run_1/met2.png
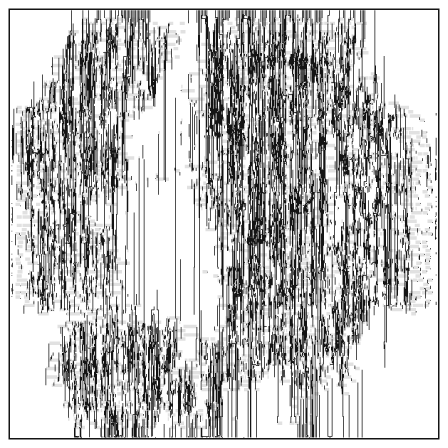
run_1/registers.png
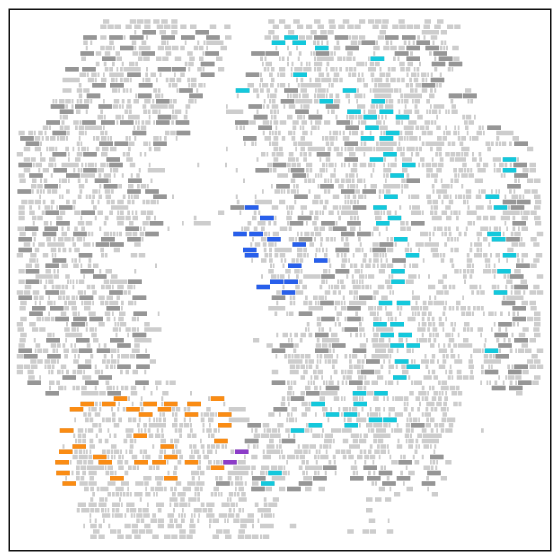
run_1/met3.png
Scale bar: 100 um.
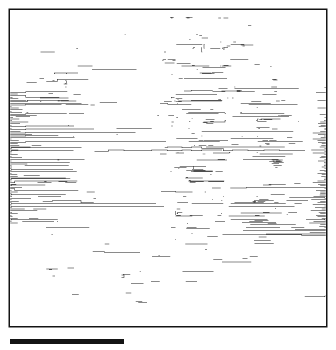
File: src/rtl/commit_progress_monitor.sv
// Commit-progress monitor: counts retired instructions beside the ROB commit port,
// runs a programmable stall watchdog and emits periodic snapshot reports until halt.
module commit_progress_monitor #(
    parameter int COMMIT_WIDTH    = 6,
    parameter int CNT_W           = 64,
    parameter int TIMER_W         = 32,
    parameter int REPORT_INTERVAL = 10000
) (
    input  logic                    clock,
    input  logic                    reset,
    input  logic [COMMIT_WIDTH-1:0] commit_valid,
    input  logic                    commit_is_walk,
    input  logic [TIMER_W-1:0]      stuck_threshold,
    input  logic                    halt,
    input  logic                    stuck_clear,
    output logic [CNT_W-1:0]        instr_count,
    output logic [CNT_W-1:0]        cycle_count,
    output logic                    stuck,
    output logic                    done,
    output logic [1:0]              state,
    output logic                    report_valid,
    output logic [CNT_W-1:0]        report_cycle,
    output logic [CNT_W-1:0]        report_instr,
    output logic [CNT_W-1:0]        report_delta
);

    localparam int N_W  = $clog2(COMMIT_WIDTH + 1);
    localparam int IC_W = (REPORT_INTERVAL > 1) ? $clog2(REPORT_INTERVAL) : 1;
    localparam logic [IC_W-1:0] IC_LAST = IC_W'(REPORT_INTERVAL - 1);

    typedef enum logic [1:0] {
        WARMUP = 2'd0,
        RUN    = 2'd1,
        STUCK  = 2'd2,
        DONE   = 2'd3
    } state_t;

    state_t cur_state;
    state_t next_state;

    logic [N_W-1:0]     commit_n;
    logic               has_commit;
    logic [TIMER_W-1:0] stuck_timer;
    logic [IC_W-1:0]    interval_cnt;
    logic               threshold_hit;

    logic               active;
    logic               timer_clear;
    logic               timer_inc;
    logic               stuck_next;
    logic               report_fire;
    logic [CNT_W-1:0]   cycle_next;
    logic [CNT_W-1:0]   instr_next;
    logic [CNT_W:0]     instr_sum;

    // Walk cycles replay already-retired instructions, so every lane is ignored.
    always_comb begin
        commit_n = '0;
        if (!commit_is_walk) begin
            for (int i = 0; i < COMMIT_WIDTH; i++) begin
                commit_n = commit_n + N_W'(commit_valid[i]);
            end
        end
    end

    assign has_commit = (commit_n != '0);

    // Compared one bit wider so an all-ones timer cannot wrap past the threshold.
    assign threshold_hit = (stuck_threshold != '0) && !has_commit &&
                           (({1'b0, stuck_timer} + (TIMER_W + 1)'(1)) >= {1'b0, stuck_threshold});

    always_ff @(posedge clock) begin
        if (reset) begin
            cur_state <= WARMUP;
        end else begin
            cur_state <= next_state;
        end
    end

    always_comb begin
        next_state = cur_state;
        case (cur_state)
            WARMUP: begin
                if (halt) begin
                    next_state = DONE;
                end else if (has_commit) begin
                    next_state = RUN;
                end
            end
            RUN: begin
                if (halt) begin
                    next_state = DONE;
                end else if (threshold_hit) begin
                    next_state = STUCK;
                end
            end
            STUCK: begin
                if (halt) begin
                    next_state = DONE;
                end else if (stuck_clear) begin
                    next_state = RUN;
                end
            end
            default: next_state = DONE;
        endcase
    end

    always_comb begin
        active      = (cur_state != DONE);
        timer_clear = (cur_state == WARMUP) || has_commit || stuck_clear;
        timer_inc   = (cur_state == RUN);
        report_fire = active && (interval_cnt == IC_LAST);
        stuck_next  = stuck;
        case (cur_state)
            RUN: begin
                if (next_state == STUCK) begin
                    stuck_next = 1'b1;
                end
            end
            STUCK: begin
                if (next_state == RUN) begin
                    stuck_next = 1'b0;
                end
            end
            default: stuck_next = stuck;
        endcase
    end

    assign cycle_next = (cycle_count == '1) ? cycle_count : cycle_count + CNT_W'(1);
    assign instr_sum  = {1'b0, instr_count} + (CNT_W + 1)'(commit_n);
    assign instr_next = instr_sum[CNT_W] ? '1 : instr_sum[CNT_W-1:0];

    // The previous report_instr doubles as the baseline for the next delta.
    always_ff @(posedge clock) begin
        if (reset) begin
            cycle_count  <= '0;
            instr_count  <= '0;
            stuck_timer  <= '0;
            interval_cnt <= '0;
            stuck        <= 1'b0;
            done         <= 1'b0;
            report_valid <= 1'b0;
            report_cycle <= '0;
            report_instr <= '0;
            report_delta <= '0;
        end else begin
            stuck        <= stuck_next;
            done         <= (next_state == DONE);
            report_valid <= report_fire;
            if (active) begin
                cycle_count <= cycle_next;
                instr_count <= instr_next;
                if (timer_clear) begin
                    stuck_timer <= '0;
                end else if (timer_inc && (stuck_timer != '1)) begin
                    stuck_timer <= stuck_timer + TIMER_W'(1);
                end
                if (report_fire) begin
                    interval_cnt <= '0;
                    report_cycle <= cycle_next;
                    report_instr <= instr_next;
                    report_delta <= instr_next - report_instr;
                end else begin
                    interval_cnt <= interval_cnt + IC_W'(1);
                end
            end
        end
    end

    assign state = cur_state;

endmodule
File: config.mk
export PLATFORM = sky130hd
export DESIGN_NAME = commit_progress_monitor
export DESIGN_NICKNAME = d
export VERILOG_FILES = /design/src/rtl/commit_progress_monitor.sv
export SDC_FILE = /design/constraint.sdc
export NUM_CORES = 1
export LEC_CHECK = 0
export ABC_CLOCK_PERIOD_IN_PS = 8300
export CAP_MARGIN = 0
export CORE_MARGIN = 3
export CORE_UTILIZATION = 30
export DETAILED_ROUTE_END_ITERATION = 8
export GPL_TIMING_DRIVEN = 0
export PLACE_DENSITY = 0.58
export SKIP_LAST_GASP = 1
export SLEW_MARGIN = 20
export SYNTH_ARGS = -nofsm -noshare
export SYNTH_HDL_FRONTEND = slang
export SYNTH_SLANG_ARGS = --single-unit
File: constraint.sdc
create_clock -name clock -period 8.3 [get_ports clock]
set_clock_uncertainty 0.15 [all_clocks]
set_input_delay 1.245 -clock clock [delete_from_list [all_inputs] [get_ports clock]]
set_output_delay 1.245 -clock clock [all_outputs]
set_load 0.02 [all_outputs]
==> Changelog: implementation, run 1 <==
## Flow update

- P_seq: 1.83 mW
- Inverter count: between 100 and 150
- Leak Pwr: roughly 11 nW
- Flops after synth: roughly 370
- Port bufs: 366
- Comb. cell area: 0.01366 mm2
- Layout net count: 3444
- Layout cell share with drive strength beyond 1: 0.06689
- Clock root buffer: clkbuf_16
- Clock share of power: 0.391
- Final Instance Area: 0.02896 mm2
- CTS tree: yes
- Core Region: about 0.07 mm2
- Clock Latency Late Sink: between 0.5 and 0.6 ns
- Placed cells: approximately 4200
- Outcome: finished, final reports clean
- Async set or reset register ratio after synthesis: 0
- DRC viols: 0
- CP max FO: 10
- Chip Area, Yosys: 0.02196 mm2
- GR Layer Usage met1: 0.2906
- Yosys cell types: 80
- Startpoint Class: primary input
- Top cells by count: 435 x nor2_1, 371 x dfxtp_1, 299 x nand2_1
- Post-layout minimum cycle time: a little over 8 ns
- DRT Wirelength: 90570 um
- Die area: 0.07647 mm2
- Seq_cells: ~370
- Sw power: 1.642 mW
- First-pass GRT wire length: 134000 um
- Avg Vias per Cell: 5.173
- Crit-path most repeated cell: fa_1
- Top Layout Cells: 430 x nor2_1, 371 x dfxtp_1, 366 x clkdlybuf4s50_1
- Yosys stat cell total: ~2900
- Clkbuf count: 63
- Worst hold slack: 0.2977 ns
- Comb gates: 2160
- Slew headroom: 0.2729
- GRT Resource Usage Total: 0.2261
- Final hold vios: 0
- GP Congestion: approximately 0.96
- Area leader share: 0.3383
- Aoi share: 0.1744
- Cells after synthesis: between 2000 and 3000
- Reg2reg end: report_delta[62]
- H-tree depth: 2
- Endpoint class of the critical path: flop
- Logic share of the area: 0.4717
- Tcrit/Tclk final: 0.9777
- Met1 WL: 39140 um
- DP Area: 0.02682 mm2
- Non-clock buffers: 564
- Post-synth top flop: dfxtp_1
- Worst hold-check path type: reg -> reg
- Main power group: the clock network
- CTS Hold Bufs: 0
- Non-filler cells in the finished layout: 4269
- TNS Setup: 0 ns
- Synth top cell by count: nor2_1
- Synth warn: 0
- Largest net degree at the start of global routing: 20
- Cell family with most CP delay: adder cells
- P per Cell Area: 181.2 mW/mm2
- RR Startpoint: instr_count[26]
- Num CTS Buffers: 45
- ANT cells: 0
- FILL cells: 7441
- Place WS: -2.373 ns
- Post-CTS Resized: 54
- Die Y: 276.5 um
- Int Pwr: ~3.6 mW
- Syn Area/Cell: 7.699 um2
- Max Buffers Root-to-Sink: 3
- Clk sink count: 371
- Adder Area Share: 0.06553
- Chip width: around 280 um
- Final core occ: 0.4023
- Yosys simple share: 0.2527
- Most instantiated logic cell after routing: nor2_1
- Syn nets: 3007
- # IOs: between 300 and 400
- Critical path class: in -> reg
- Data required time at the worst endpoint: 8.57 ns
- Signal buf overhead: 0.1596
- Buf+Inv Stages, Crit Path: 6
- Met2 wire length: 42090 um
- Grt peak-use layer: met2
- Post-route ant nets: 0
About met2.png:
share of all routed wire = 46%
wire length on this layer = 42.1 mm
main direction = vertical
longest straight run = 158 um

About registers.png:
`stuck_timer` -> orange  # flops 32, where south-west
`state` -> purple  # flops 2
`interval_cnt` -> blue  # flops 14, where centre
`report_instr` -> cyan  # flops 64
not coloured = 259

About met3.png:
main direction = horizontal
share of all routed wire = 6.9%
nets with wire on the layer = 361

## run 1: flip-flops by register name (all words and copies together) (netlist names)
register	count
cycle_count	64
done	1
instr_count	64
interval_cnt	14
report_cycle	64
report_delta	64
report_instr	64
report_valid	1
state	2
stuck	1
stuck_timer	32
## run 1: how the worst max path moves through the flow
| stage | startpoint | to | slack [ns] | cells after the start |
|---|---|---|---|---|
| after floorplan | commit_valid[0] | report_delta[61] | 0.21 | 30 |
| after global placement | commit_valid[0] | report_delta[61] | -2.71 | 30 |
| after detailed placement | commit_valid[0] | report_delta[39] | -2.37 | 30 |
| after CTS | commit_valid[0] | report_delta[63] | 0.005 | 30 |
| after global routing | commit_valid[0] | report_delta[58] | -0.01 | 32 |
| final | commit_valid[0] | report_delta[63] | 0.19 | 29 |
==> run 2: changes to the inputs <==
--- a/config.mk
+++ b/config.mk
@@ -10,8 +10,6 @@
 export CORE_MARGIN = 3
 export CORE_UTILIZATION = 30
 export DETAILED_ROUTE_END_ITERATION = 8
-export GPL_TIMING_DRIVEN = 0
-export PLACE_DENSITY = 0.58
 export SKIP_LAST_GASP = 1
 export SLEW_MARGIN = 20
 export SYNTH_ARGS = -nofsm -noshare
run_2/met2.png
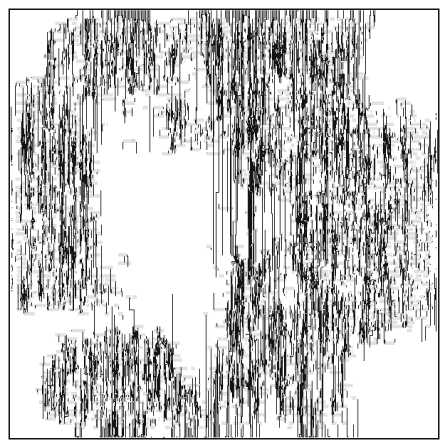
met2 Usage GRT: 0.3151
vias post-DR: 21810
DRT Wirelength: 77230 um

run_2/met3.png
Scale bar: 100 um.
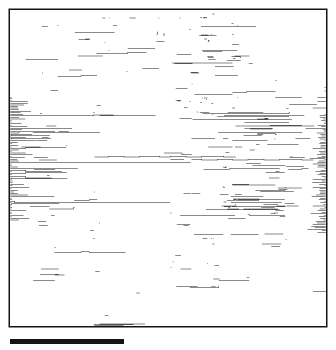
global-route met3 utilization: 0.04433

==> Changelog: implementation, run 2 <==
## Flow update

- Port bufs: 367 (+0.27%)
- Place WS: -0.6008 ns (+1.772 ns)
- Cell family with most CP delay: simple AND/OR/NAND/NOR gates
- Top cells by count: 435 x nor2_1, 371 x dfxtp_1, 299 x nand2_1
- Chip width: 276.5 um (unchanged)
- DRC viols: 0 (unchanged)
- Area leader share: 0.3383 (unchanged)
- Non-clock buffers: 651 (+15%)
- Int Pwr: 3.712 mW (+3.0%)
- Max Buffers Root-to-Sink: 3 (unchanged)
- Buf+Inv Stages, Crit Path: 4 (-2)
- Flops after synth: 371 (unchanged)
- Final hold vios: 0 (unchanged)
- Layout cell share with drive strength beyond 1: 0.1188 (+0.05193)
- Post-layout minimum cycle time: 7.913 ns (-0.2019 ns)
- Post-route ant nets: 0 (unchanged)
- Grt peak-use layer: met2
- Die Y: 276.5 um (unchanged)
- ANT cells: 0 (unchanged)
- Sw power: 1.622 mW (-1.2%)
- Avg Vias per Cell: 4.995 (-3.4%)
- Post-synth top flop: dfxtp_1
- Layout net count: 3533 (+2.6%)
- # IOs: 368 (unchanged)
- P_seq: 1.84 mW (about the same)
- Outcome: finished, final reports clean
- Slew headroom: 0.2933 (+0.02040)
- Met2 wire length: 35340 um (-16%)
- Clock Latency Late Sink: 0.59 ns (about the same)
- Chip Area, Yosys: 0.02196 mm2 (unchanged)
- FILL cells: 7313 (-1.7%)
- Final Instance Area: 0.03000 mm2 (+3.6%)
- Die area: 0.07647 mm2 (unchanged)
- Non-filler cells in the finished layout: 4367 (+2.3%)
- Async set or reset register ratio after synthesis: 0 (unchanged)
- Logic share of the area: 0.4459 (-0.02581)
- Clock share of power: 0.402 (+0.011)
[run 2: cell counts after synthesis]
No cell type changed its count.
[run 2: worst paths after layout]
path | start | to | slack (ns) | depth (start not counted)
setup / recovery | commit_valid[0] | report_delta[35] | 0.39 | 27
hold / removal | report_delta[42] | report_delta[42] | 0.30 | 2
setup reg to reg | instr_count[19] | report_delta[35] | 2.02 | 18
hold reg to reg | report_delta[42] | report_delta[42] | 0.30 | 2
[run 2: cell families after synthesis]
logic type | share of synthesized area
buffers and inverters | 0.05698
and+or+nand+nor | 0.2527
AOI/OAI and AO/OA | 0.1744
muxes | 0.01003
DFF | 0.3383
xor gates and xnor gates | 0.1021
adders and majority gates | 0.06553
[run 2: repair_timing]
action	in CTS	in global routing
endpoints found under the setup margin	0	31
resized	0	9
hold endpoints to repair	0	0
Power figures rest on the tool's default switching activity, not on a simulated workload.
